--- config.mk ---
export PLATFORM = sky130hd
export DESIGN_NAME = cmp_nic
export DESIGN_NICKNAME = d
export VERILOG_FILES = /design/src/rtl/cmp_nic.sv
export SDC_FILE = /design/constraint.sdc
export NUM_CORES = 1
export LEC_CHECK = 0
export CAP_MARGIN = 20
export CORE_ASPECT_RATIO = 0.5
export CORE_MARGIN = 2
export CORE_UTILIZATION = 49
export DETAILED_ROUTE_END_ITERATION = 6
export HOLD_SLACK_MARGIN = 0.03
export PLACE_DENSITY_LB_ADDON = 0.25
export SYNTH_ARGS = -nofsm -noshare
export SYNTH_HDL_FRONTEND = slang
export SYNTH_SLANG_ARGS = --single-unit
--- constraint.sdc ---
create_clock -name clk -period 4.25 [get_ports clk]
set_input_delay 1.275 -clock clk [delete_from_list [all_inputs] [get_ports clk]]
set_output_delay 1.275 -clock clk [all_outputs]
set_load 0.02 [all_outputs]
--- src/rtl/cmp_nic.sv ---
// Network interface between the cmp CPU memory-mapped port and the ring router.
// Holds one packet per direction; outbound packets leave only on their VC phase.
module cmp_nic #(
  parameter int DATA_W = 64
) (
  input  logic              clk,
  input  logic              reset,
  input  logic [0:1]        addr,
  input  logic [0:DATA_W-1] d_in,
  output logic [0:DATA_W-1] d_out,
  input  logic              nicEn,
  input  logic              nicWrEn,
  output logic              net_so,
  input  logic              net_ro,
  output logic [0:DATA_W-1] net_do,
  input  logic              net_polarity,
  input  logic              net_si,
  output logic              net_ri,
  input  logic [0:DATA_W-1] net_di
);

  localparam logic [0:1] ADDR_IN_BUF  = 2'b00;
  localparam logic [0:1] ADDR_IN_STS  = 2'b01;
  localparam logic [0:1] ADDR_OUT_BUF = 2'b10;
  localparam logic [0:1] ADDR_OUT_STS = 2'b11;

  logic [0:DATA_W-1] in_buf_q, in_buf_d;
  logic              in_full_q, in_full_d;
  logic [0:DATA_W-1] out_buf_q, out_buf_d;
  logic              out_full_q, out_full_d;
  logic              net_so_q, net_so_d;
  logic [0:DATA_W-1] net_do_q, net_do_d;

  logic cpu_rd, cpu_wr, rd_in_buf, wr_out_buf, rx_load, tx_fire;

  always_comb begin
    cpu_rd     = nicEn && !nicWrEn;
    cpu_wr     = nicEn && nicWrEn;
    rd_in_buf  = cpu_rd && (addr == ADDR_IN_BUF);
    // A write while a packet is still pending is silently dropped.
    wr_out_buf = cpu_wr && (addr == ADDR_OUT_BUF) && !out_full_q;
    rx_load    = net_si && !in_full_q;
    // out_buf[0] is the packet VC bit; it must match the router phase.
    tx_fire    = out_full_q && net_ro && (out_buf_q[0] == net_polarity);
  end

  always_comb begin
    d_out = '0;
    if (cpu_rd) begin
      case (addr)
        ADDR_IN_BUF:  d_out = in_buf_q;
        ADDR_IN_STS:  d_out[DATA_W-1] = in_full_q;
        ADDR_OUT_STS: d_out[DATA_W-1] = out_full_q;
        default:      d_out = '0;
      endcase
    end
  end

  always_comb begin
    in_buf_d   = in_buf_q;
    in_full_d  = in_full_q;
    out_buf_d  = out_buf_q;
    out_full_d = out_full_q;
    net_so_d   = tx_fire;
    net_do_d   = net_do_q;

    // Clear from a read is applied first so a simultaneous load still sets.
    if (rd_in_buf) in_full_d = 1'b0;
    if (rx_load) begin
      in_buf_d  = net_di;
      in_full_d = 1'b1;
    end

    if (tx_fire) begin
      net_do_d   = out_buf_q;
      out_full_d = 1'b0;
    end
    if (wr_out_buf) begin
      out_buf_d  = d_in;
      out_full_d = 1'b1;
    end
  end

  always_ff @(posedge clk) begin
    if (reset) begin
      in_buf_q   <= '0;
      in_full_q  <= 1'b0;
      out_buf_q  <= '0;
      out_full_q <= 1'b0;
      net_so_q   <= 1'b0;
      net_do_q   <= '0;
    end else begin
      in_buf_q   <= in_buf_d;
      in_full_q  <= in_full_d;
      out_buf_q  <= out_buf_d;
      out_full_q <= out_full_d;
      net_so_q   <= net_so_d;
      net_do_q   <= net_do_d;
    end
  end

  assign net_so = net_so_q;
  assign net_do = net_do_q;
  assign net_ri = ~in_full_q;

endmodule

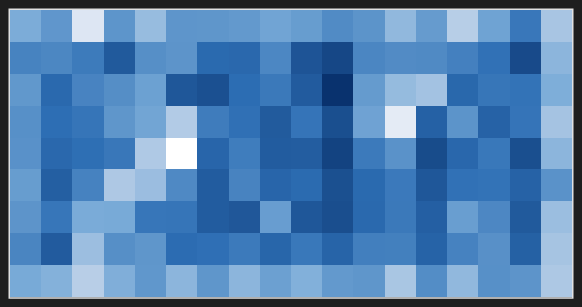
cell_density.png
The die is cut into 18 by 9 equal tiles; white is low, dark blue is high, 0 to 100% covered.
densest ninth of the die: center
tiles over 75% full: 29%
nearly empty tiles: 0.60%
fullest tile: 99%
FP Core Util: 49.8%
CORE AREA: 15300 um^2

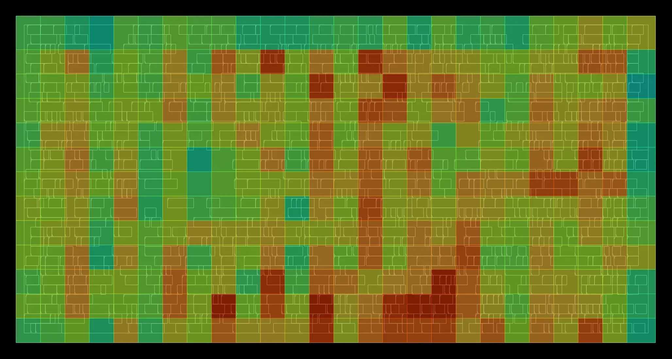
congestion.png
detail-routed net length per standard cell: 14.3 um
GRT met3 Usage: 4.65%
met1 track demand over resource: 26.2%

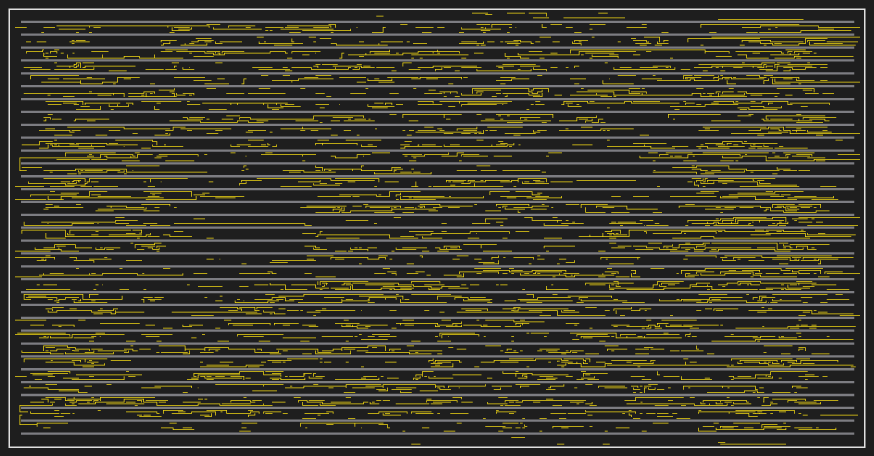
layer_met1.png
Supply wires on this layer in gray.
share of all routed wire: 44%
nets with wire on the layer: 1119
main direction: horizontal
via count: 6367
WL final: 18.7 mm

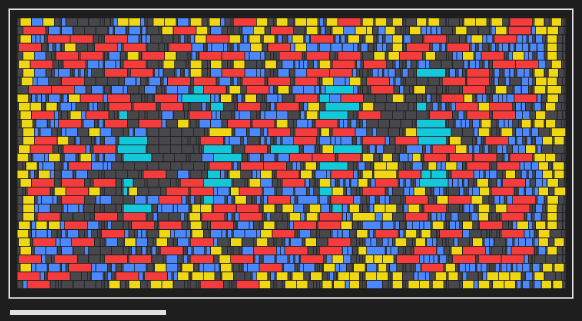
placement_by_type.png
Bar = 50 um. Fill, decap, tap and diode cells in gray.
| color | class | cells |
|---|---|---|
| blue | combinational and other logic | 594 |
| red | sequential cells | 195 |
| yellow | remaining buffers and delay cells | 282 |
| cyan | clock drivers and dummy loads | 32 |
Site Rows: 32
Seq area share: 35.9%

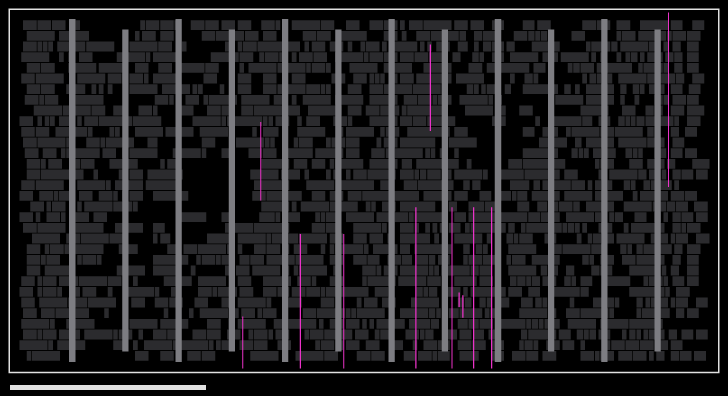
layer_met4.png
Bar = 50 um. Supply wires on this layer in gray.
main direction: vertical
nets with wire on the layer: 12

[Yosys cell counts]
master	instances	share of area, %
a21oi_1	64	4.2
nor2_1	2	0.098
xnor2_1	1	0.11
nand2_1	321	16
buf_6	6	0.88
and2_1	63	5.2
nor3_4	2	0.43
a211oi_1	1	0.098
nand2b_4	1	0.18
nand2b_1	1	0.082
buf_2	20	1.3
o21a_1	1	0.098
nand3_1	2	0.13
nor2b_1	1	0.082
o21ai_0	1	0.065
buf_4	2	0.20
clkbuf_1	29	1.4
mux2i_1	129	17
a21boi_0	1	0.098
dfxtp_1	195	51
inv_1	2	0.098
and3b_1	1	0.11
buf_12	5	1.3
[through the flow]
stage	setup slack (ns)	setup TNS (ns)	area, um^2	cells
2_1_floorplan	0.851	0	7630	851
3_3_place_gp	-0.117	-4.49	10300	1275
3_5_place_dp	-0.144	-6.24	10300	1275
4_1_cts	-0.0536	-0.106	10900	1307
5_1_grt	0.00697	0	10900	1307
6_report	0.0943	0	10900	1307
[state kept, by name, summed over array words and instances, names as in the netlist]
register	flops
in_buf_q	64
in_full_q	1
net_do	64
net_so	1
out_buf_q	64
out_full_q	1
[power breakdown]
part,total (mW),switching [mW],leakage [nW],internal [mW]
Combinational,0.321,0.147,2.88,0.174
Sequential,1.90,0.0214,1.58,1.87
Clock,1.64,0.731,0.295,0.908
[cell families (layout without fill, tap and decap cells)]
kind of cell | Yosys count | in the layout | synth area share [%]
flip-flops | 195 | 195 | 51.1
XOR/XNOR | 1 | 1 | 0.115
AND-OR/OR-AND | 68 | 68 | 4.56
multiplexers | 129 | 129 | 16.9
AND/OR/NAND/NOR | 394 | 394 | 22.1
buffers and inverters | 64 | 316 | 5.23
[what timing repair did]
item | CTS | global route
resized | 62 | 2
hold endpoints to repair | 0 | 0
endpoints found under the setup margin | 63 | 2
pin swaps | 0 | 0
buffers inserted | 0 | 0
[layout make-up]
| class | instances | area [um^2] | share of cell area (%) |
|---|---|---|---|
| Clock buffer | 19 | 443 | 4.07 |
| Clock inverter | 13 | 163 | 1.50 |
| Inverter | 2 | 10.0 | 0.0920 |
| Multi-Input combinational cell | 592 | 3350 | 30.8 |
| Sequential cell | 195 | 3900 | 35.9 |
| Tap cell | 204 | 255 | 2.35 |
| Timing Repair Buffer | 282 | 2750 | 25.3 |
[routing by layer]
| layer | global-route usage [%] | vias up | routed length [um] | share of wire [%] |
|---|---|---|---|---|
| li1 | - | 3216 | - | - |
| met4 | 6.92 | 0 | 338 | 1.8 |
| met1 | 26.2 | 2960 | 8210 | 44 |
| met5 | 0 | - | 0 | 0 |
| met2 | 40.3 | 167 | 9370 | 50 |
| met3 | 4.65 | 24 | 811 | 4.3 |
[how the worst max path moves through the flow]
stage / end / slack, ns
5_1_grt: d_out[63] / 0.007
3_5_place_dp: d_out[44] / -0.14
4_1_cts: d_out[42] / -0.05
6_report: d_out[63] / 0.09
3_3_place_gp: d_out[44] / -0.12
2_1_floorplan: d_out[10] / 0.85
[critical path, stage by stage]
cell and delay [ns]:
clkdlybuf4s50_1 0.43, buf_4 0.15, mux2i_1 0.11, o21ai_0 0.15, and3b_1 0.17, clkdlybuf4s50_1 0.60
==> metrics.cfg <==
[setup_path]
cp_max_fo = 2
worst-endpoint-required_ns = 2.97
r2r_end = net_do[26]
rrSetupSlack_ns = 2.37
cp_data_arrival_time_ns = 2.88
r2r_start = out_buf_q[0]
reg2reg_depth = 4
end_kind = primary output
cp-startpoint = addr[1]

[route]
drtIter0Drc = 286
drcViolationCount = 0
drt-pass1-iter-count = 7
ant_nets = 0

[clock_network]
numCtsBuffers = 17
hold_buffers = 0
ctsLongestPathBuffers = 2
cts.reportedPaths.clkPinSlew_ns = 0.07
htreeDepth = 4

[layout]
area_growth_pct = 42.5
fillerInstances = 1248
diodes = 0
fin_util_pct = 70.9
final_cell_mix = nand2_1 (321), clkdlybuf4s50_1 (202), dfxtp_1 (195), mux2i_1 (129), a21oi_1 (64)

[hold_path]
whs_path_depth = 2
min_to = in_buf_q[62]
hp-start = in_buf_q[62]
min_path_type = register to register

[timing]
setup_viol = 0
rsz0062_at_grt = no
min_period_over_period_pct = 97.8
slew_headroom_pct = 52.8
final_max_slew_viol_count = 0
clock_skew_ns = 0.0126
holdWs_ns = 0.450
maxClockFrequency_mhz = 241

[yosys]
syn_area_per_cell_um2 = 8.97
synth_cell_type_count = 23
synthCells = 851
yosysCellCount = 851
yosys_area_um2 = 7630
synth_nets = 988
ys.warnings.count = 0
ys_ff = 195

[job]
warning_count = 27

[die]
fp.dieH_um = 92.3
ioPinCount = 267
dieArea_um2 = 16700

[power_and_ir_drop]
ir_drop_mv = 0.308
p_leak_nw = 4.76

[grt]
grt.total_usage_pct = 22.1
antenna_found_initial = 0
grt_pass1_vias = 6084
grt_overflow = 0
grt_first_pass_wirelength_mm = 29.9

[status]
outcome = finished clean

[placed_design]
io_buffers = 266

Power and IR drop assume default switching activity.
